## config.mk

```make
export PLATFORM = sky130hd
export DESIGN_NAME = avalon_sdram_responder_flat
export DESIGN_NICKNAME = d
export VERILOG_FILES = /design/src/rtl/avalon_sdram_responder_if.sv /design/src/rtl/avalon_sdram_responder.sv /design/src/flat_wrapper.sv
export SDC_FILE = /design/constraint.sdc
export NUM_CORES = 2
export LEC_CHECK = 0
export CORE_ASPECT_RATIO = 1.1
export CORE_MARGIN = 8
export CORE_UTILIZATION = 65
export DETAILED_ROUTE_END_ITERATION = 10
export PLACE_DENSITY_LB_ADDON = 0.1
export SYNTH_ARGS = -nofsm -noshare
export SYNTH_HDL_FRONTEND = slang
export SYNTH_MEMORY_MAX_BITS = 65536
export SYNTH_SLANG_ARGS = --single-unit
```

## constraint.sdc

```tcl
create_clock -name clk -period 5.2 [get_ports clk]
set_input_delay 0.52 -clock clk [delete_from_list [all_inputs] [get_ports clk]]
set_output_delay 0.52 -clock clk [all_outputs]
set_load 0.005 [all_outputs]
```

## src/rtl/avalon_sdram_responder_if.sv

```systemverilog
// Avalon-MM bus between an SDRAM-side initiator (master) and the responder (slave).
// Active-low read/write strobes and byte enables.
interface avalon_sdram_responder_if #(
    parameter int unsigned ADDR_WIDTH = 24
);
    logic [ADDR_WIDTH-1:0] avalon_sdram_address;
    logic [1:0]            avalon_sdram_byteenable_n;
    logic                  avalon_sdram_chipselect;
    logic [15:0]           avalon_sdram_writedata;
    logic                  avalon_sdram_read_n;
    logic                  avalon_sdram_write_n;
    logic [15:0]           avalon_sdram_readdata;
    logic                  avalon_sdram_readdatavalid;
    logic                  avalon_sdram_waitrequest;

    modport master (
        output avalon_sdram_address, avalon_sdram_byteenable_n, avalon_sdram_chipselect,
        output avalon_sdram_writedata, avalon_sdram_read_n, avalon_sdram_write_n,
        input  avalon_sdram_readdata, avalon_sdram_readdatavalid, avalon_sdram_waitrequest
    );

    modport slave (
        input  avalon_sdram_address, avalon_sdram_byteenable_n, avalon_sdram_chipselect,
        input  avalon_sdram_writedata, avalon_sdram_read_n, avalon_sdram_write_n,
        output avalon_sdram_readdata, avalon_sdram_readdatavalid, avalon_sdram_waitrequest
    );
endinterface

```

## src/rtl/avalon_sdram_responder.sv

```systemverilog
// SDRAM stand-in: Avalon-MM slave with wait states, refresh windows and fixed-latency reads.
// Optional RESP_ADDR_CHECK_EN: out-of-range accesses flag protocol_err and read back 16'hDEAD.
module avalon_sdram_responder #(
    parameter int unsigned ADDR_WIDTH     = 24,
    parameter int unsigned MEM_AW         = 8,
    parameter int unsigned RD_LATENCY     = 3,
    parameter int unsigned WAIT_CYCLES    = 1,
    parameter int unsigned REFRESH_PERIOD = 64,
    parameter int unsigned REFRESH_CYCLES = 4
) (
    input  logic                    clk,
    input  logic                    rst_n,
    avalon_sdram_responder_if.slave bus,
    output logic                    protocol_err
);
    localparam int unsigned Depth     = 1 << MEM_AW;
    localparam int unsigned WcW       = (WAIT_CYCLES > 0) ? $clog2(WAIT_CYCLES + 1) : 1;
    localparam int unsigned RtW       = (REFRESH_PERIOD > 1) ? $clog2(REFRESH_PERIOD) : 1;
    localparam int unsigned RcW       = (REFRESH_CYCLES > 1) ? $clog2(REFRESH_CYCLES) : 1;
    localparam bit          RefreshEn = (REFRESH_PERIOD != 0) && (REFRESH_CYCLES != 0);
    localparam int unsigned RefLast   = (REFRESH_PERIOD > 0) ? REFRESH_PERIOD - 1 : 0;
    localparam int unsigned RcLast    = (REFRESH_CYCLES > 0) ? REFRESH_CYCLES - 1 : 0;

    typedef enum logic [1:0] {StIdle, StWait, StRefresh} state_e;

    state_e                state_q;
    logic [WcW-1:0]        wait_cnt_q;
    logic [RtW-1:0]        ref_timer_q;
    logic [RcW-1:0]        ref_cnt_q;
    logic                  ref_pend_q;
    logic [RD_LATENCY-1:0] pipe_vld_q;
    logic [15:0]           pipe_dat_q [RD_LATENCY];
    logic [15:0]           rdata_q;
    logic                  rvalid_q;
    logic                  perr_q;
    logic [15:0]           mem_q [Depth];

    logic [ADDR_WIDTH-1:0] addr;
    logic [MEM_AW-1:0]     idx;
    logic                  oob;
    logic                  req, both, wait_req, accept;
    logic                  rd_ok, wr_ok;
    logic [15:0]           rd_word;
    logic                  wrap, due;

    assign addr = bus.avalon_sdram_address;
    assign idx  = addr[MEM_AW-1:0];
    assign oob  = (addr >> MEM_AW) != '0;
    assign req  = bus.avalon_sdram_chipselect &
                  (~bus.avalon_sdram_read_n | ~bus.avalon_sdram_write_n);
    assign both = ~bus.avalon_sdram_read_n & ~bus.avalon_sdram_write_n;

    always_comb begin
        wait_req = 1'b1;
        if (!req && state_q != StRefresh) begin
            wait_req = 1'b0;
        end else if (state_q != StRefresh && wait_cnt_q == WcW'(WAIT_CYCLES)) begin
            wait_req = 1'b0;
        end
    end

    assign accept = req & ~wait_req;
    // A simultaneous read+write performs only the write.
    assign rd_ok  = accept & ~bus.avalon_sdram_read_n & bus.avalon_sdram_write_n;

`ifdef RESP_ADDR_CHECK_EN
    assign wr_ok   = accept & ~bus.avalon_sdram_write_n & ~oob;
    assign rd_word = oob ? 16'hDEAD : mem_q[idx];
`else
    logic unused_oob;
    assign unused_oob = oob;
    assign wr_ok      = accept & ~bus.avalon_sdram_write_n;
    assign rd_word    = mem_q[idx];
`endif

    assign wrap = RefreshEn && (ref_timer_q == RtW'(RefLast));
    assign due  = wrap | ref_pend_q;

    always_ff @(posedge clk) begin
        if (!rst_n) begin
            state_q     <= StIdle;
            wait_cnt_q  <= '0;
            ref_timer_q <= '0;
            ref_cnt_q   <= '0;
            ref_pend_q  <= 1'b0;
        end else begin
            if (RefreshEn) begin
                ref_timer_q <= wrap ? '0 : ref_timer_q + 1'b1;
            end
            // Remember a wrap that cannot be served yet; cleared on refresh entry below.
            if (wrap) begin
                ref_pend_q <= 1'b1;
            end
            case (state_q)
                StIdle: begin
                    if (due) begin
                        state_q    <= StRefresh;
                        ref_cnt_q  <= '0;
                        ref_pend_q <= 1'b0;
                        wait_cnt_q <= '0;
                    end else if (req && (WAIT_CYCLES != 0)) begin
                        state_q    <= StWait;
                        wait_cnt_q <= WcW'(1);
                    end
                end
                StWait: begin
                    if (accept) begin
                        wait_cnt_q <= '0;
                        if (due) begin
                            state_q    <= StRefresh;
                            ref_cnt_q  <= '0;
                            ref_pend_q <= 1'b0;
                        end else begin
                            state_q <= StIdle;
                        end
                    end else if (!req) begin
                        wait_cnt_q <= '0;
                        state_q    <= StIdle;
                    end else begin
                        wait_cnt_q <= wait_cnt_q + 1'b1;
                    end
                end
                StRefresh: begin
                    if (ref_cnt_q == RcW'(RcLast)) begin
                        state_q    <= StIdle;
                        wait_cnt_q <= '0;
                    end else begin
                        ref_cnt_q <= ref_cnt_q + 1'b1;
                    end
                end
                default: state_q <= StIdle;
            endcase
        end
    end

    always_ff @(posedge clk) begin
        if (!rst_n) begin
            pipe_vld_q <= '0;
            rdata_q    <= '0;
            rvalid_q   <= 1'b0;
        end else begin
            pipe_vld_q[0] <= rd_ok;
            pipe_dat_q[0] <= rd_word;
            for (int i = 1; i < int'(RD_LATENCY); i++) begin
                pipe_vld_q[i] <= pipe_vld_q[i-1];
                pipe_dat_q[i] <= pipe_dat_q[i-1];
            end
            rvalid_q <= pipe_vld_q[RD_LATENCY-1];
            if (pipe_vld_q[RD_LATENCY-1]) begin
                rdata_q <= pipe_dat_q[RD_LATENCY-1];
            end
        end
    end

    always_ff @(posedge clk) begin
        if (!rst_n) begin
            perr_q <= 1'b0;
        end else begin
            if (accept && both) begin
                perr_q <= 1'b1;
            end
`ifdef RESP_ADDR_CHECK_EN
            if (accept && oob) begin
                perr_q <= 1'b1;
            end
`endif
        end
    end

    // Storage is deliberately not reset.
    always_ff @(posedge clk) begin
        if (rst_n && wr_ok) begin
            if (!bus.avalon_sdram_byteenable_n[0]) begin
                mem_q[idx][7:0] <= bus.avalon_sdram_writedata[7:0];
            end
            if (!bus.avalon_sdram_byteenable_n[1]) begin
                mem_q[idx][15:8] <= bus.avalon_sdram_writedata[15:8];
            end
        end
    end

    assign bus.avalon_sdram_readdata      = rdata_q;
    assign bus.avalon_sdram_readdatavalid = rvalid_q;
    assign bus.avalon_sdram_waitrequest   = wait_req;
    assign protocol_err                   = perr_q;
endmodule

```

## src/flat_wrapper.sv

```systemverilog
// flat-port wrapper written by rule: the top's interface ports become plain ports
module avalon_sdram_responder_flat 
#(
    parameter int unsigned ADDR_WIDTH     = 24,
    parameter int unsigned MEM_AW         = 8,
    parameter int unsigned RD_LATENCY     = 3,
    parameter int unsigned WAIT_CYCLES    = 1,
    parameter int unsigned REFRESH_PERIOD = 64,
    parameter int unsigned REFRESH_CYCLES = 4
)
  (clk, rst_n, protocol_err, bus_avalon_sdram_address, bus_avalon_sdram_byteenable_n, bus_avalon_sdram_chipselect, bus_avalon_sdram_writedata, bus_avalon_sdram_read_n, bus_avalon_sdram_write_n, bus_avalon_sdram_readdata, bus_avalon_sdram_readdatavalid, bus_avalon_sdram_waitrequest);
  avalon_sdram_responder_if #(.ADDR_WIDTH(ADDR_WIDTH)) bus_i ();
  input  logic clk;
  input  logic rst_n;
  output logic protocol_err;
  input wire logic [$bits(bus_i.avalon_sdram_address)-1:0] bus_avalon_sdram_address;
  input wire logic [$bits(bus_i.avalon_sdram_byteenable_n)-1:0] bus_avalon_sdram_byteenable_n;
  input wire logic [$bits(bus_i.avalon_sdram_chipselect)-1:0] bus_avalon_sdram_chipselect;
  input wire logic [$bits(bus_i.avalon_sdram_writedata)-1:0] bus_avalon_sdram_writedata;
  input wire logic [$bits(bus_i.avalon_sdram_read_n)-1:0] bus_avalon_sdram_read_n;
  input wire logic [$bits(bus_i.avalon_sdram_write_n)-1:0] bus_avalon_sdram_write_n;
  output wire logic [$bits(bus_i.avalon_sdram_readdata)-1:0] bus_avalon_sdram_readdata;
  output wire logic [$bits(bus_i.avalon_sdram_readdatavalid)-1:0] bus_avalon_sdram_readdatavalid;
  output wire logic [$bits(bus_i.avalon_sdram_waitrequest)-1:0] bus_avalon_sdram_waitrequest;
  assign bus_i.avalon_sdram_address = bus_avalon_sdram_address;
  assign bus_i.avalon_sdram_byteenable_n = bus_avalon_sdram_byteenable_n;
  assign bus_i.avalon_sdram_chipselect = bus_avalon_sdram_chipselect;
  assign bus_i.avalon_sdram_writedata = bus_avalon_sdram_writedata;
  assign bus_i.avalon_sdram_read_n = bus_avalon_sdram_read_n;
  assign bus_i.avalon_sdram_write_n = bus_avalon_sdram_write_n;
  assign bus_avalon_sdram_readdata = bus_i.avalon_sdram_readdata;
  assign bus_avalon_sdram_readdatavalid = bus_i.avalon_sdram_readdatavalid;
  assign bus_avalon_sdram_waitrequest = bus_i.avalon_sdram_waitrequest;
  avalon_sdram_responder #(.ADDR_WIDTH(ADDR_WIDTH), .MEM_AW(MEM_AW), .RD_LATENCY(RD_LATENCY), .WAIT_CYCLES(WAIT_CYCLES), .REFRESH_PERIOD(REFRESH_PERIOD), .REFRESH_CYCLES(REFRESH_CYCLES)) u_core (.clk(clk), .rst_n(rst_n), .bus(bus_i), .protocol_err(protocol_err));
endmodule
```

==> changes_impl.md <==
### Changed

- Status: completed
- Dpl cells: 10700
- DIE WIDTH: slightly below 500 um
- Non-Clock Inverter Count: 7
- Post-synthesis net count: slightly above 7000
- Sequential Area: 125000 um2
- Buf/Inv on CP: 3
- Max-cap violations: 0
- Met2 WL: ~180 mm
- CTS tree: built
- # IOs: between 60 and 70
- Most common cell in the synthesized netlist: edfxtp_1
- Reg2reg start: u_core.state_q[0]$_SDFFE_PN0P_
- Final max-slew violation count: 0
- Setup crit end kind: flip-flop
- Slowest-stage cell, CP: nor2_1
- Most common library cells after synthesis: edfxtp_1, mux4_2, nor2_1
- Most frequent logic cell in the layout: edfxtp_1
- Peak Freq: ~0.27 GHz
- DRT iter0 DRCs: about 11000
- GRT met1 Usage: 0.414
- Avg Vias per Cell: roughly 6.8
- Share of the synthesized area in the top cell type: 0.783
- Std cell rows: 190
- Sequential group share of total power: 0.545
- Top cell category: sequential cells
- Fin util: 0.737
- Post-CTS Setup Inserts: 0
- Highest metal used: met5
- Syn Inst Count: 7203
- Final Instance Area: 179000 um2
- Vias in the first global route: just under 80000
- Leak: between 50 and 60 nW
- GR peak layer: met2
- Flops: 4177
- YS chip area: 159000 um2
- DP HPWL: between 200 and 250 mm
- Post-route setup slack: between 1 and 1.5 ns
- Routed len/inst: approximately 33 um
- Net Sw Frac: 0.205
- Die H: 535 um
- CTS HTree Levels: 5
- GRT met2 Usage: 0.454
- Min Tclk post-route: around 3.7 ns
- Post-cts resize count: 0
- Met3 wire len: 36.7 mm
- Clock power share: 0.411
- CP startpoint kind: flip-flop
- Worst r2r path cells: 9
- DRT Pass-1 Iters: 8
- Core Area: 243000 um2
- Sequential power: ~0.037 W
- Synth logic family: multiplexers
- Fillers: between 10000 and 15000
- Cts hold-fix bufs: 1
- Critical Path Start: u_core.state_q[0]$_SDFFE_PN0P_
- DRC viols: 0
- Gate power share: 0.044
- Slew @ Worst Pin: 1.24 ns
- Syn_area_per_cell: 22.1 um2
- Final #Nets: 7841
- Top Layout Cells: edfxtp_1, mux4_2, buf_4
- Largest Register: u_core.mem_q
- CP Class: reg2reg
- Flop share of the area: 0.698
- Final setup viols: 0
- Crit path cell chain: inv_1 > ha_1 > nor4bb_2 > buf_4 > nand3b_1 > nor2_1 > buf_4 > nand2_1 > nor2_1
- Grt total ovfl: 0
- Cell area leaders: edfxtp_1, mux4_2, a22oi_1, nor2_1, a21oi_1
- Setup tns final: 0 ns
- First-pass GRT wire length: between 500 and 600 mm
- GRT Total Usage: 0.286
- Worst-path clk slew: 0.07 ns
- FP Util: 0.653
- Full die area: approximately 260000 um2
- Non-filler cells, final: 11400
- # diodes: 4
- Comb_multi_in: 2552
- Area share of buffers outside the clock network: 0.0320
- Area leader, netlist: edfxtp_1
- ClkCell Share: 0.0692
- CTS max path bufs: 4
**Placement by cell class**

Drawn at 1 px/um.
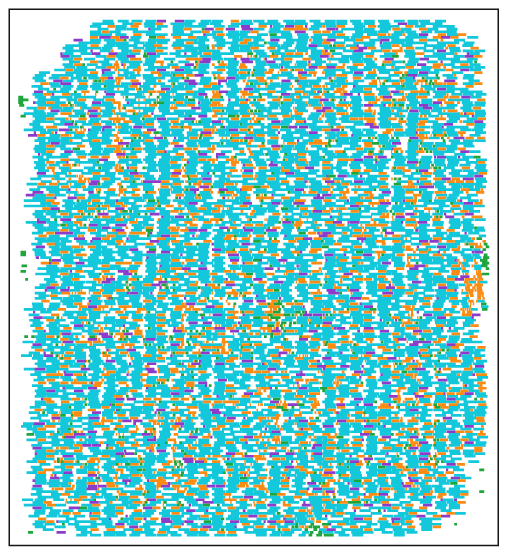
[green] remaining buffers and delay cells | cells: 655 | share of their area: 3.3%
[cyan] registers | cells: 4177 | share of their area: 71%
[orange] remaining logic cells | cells: 2559 | share of their area: 18%
[purple] clock drivers and dummy loads | cells: 708 | share of their area: 7.1%

**Routed metal per tile**

24 x 27 tiles, from dark purple (low) to yellow (high), scaled to the fullest tile. Values are wire area over tile area, all layers added.
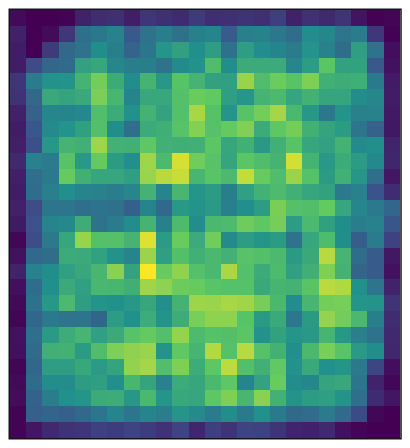
nearly empty tiles: 2.9%
tiles over half the peak: 55%
mean over tiles: 0.24
fullest tile: 0.49

**Metal 3**

Drawn at 1 px/um. Cells faint in the background.
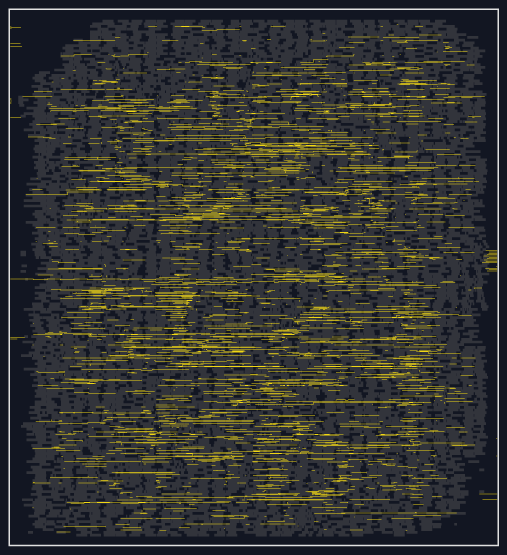
main direction: horizontal
wire length on this layer: 36.7 mm
nets with wire on the layer: 1058

**The clock network**

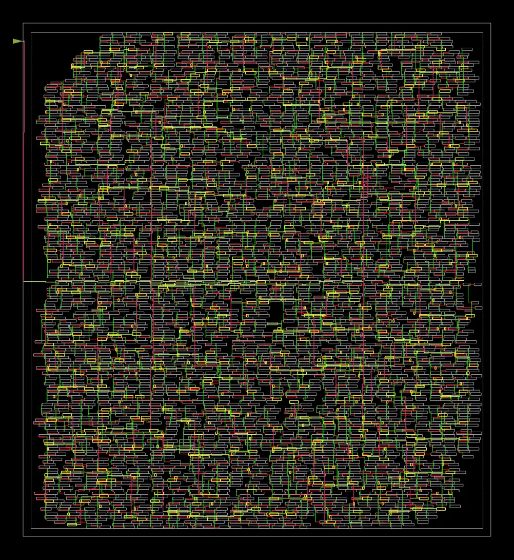
Clock Latency Late Sink: 0.90 ns
CTS Buf Count: 395

No activity file was given, so power comes from the tool's default toggle rates.
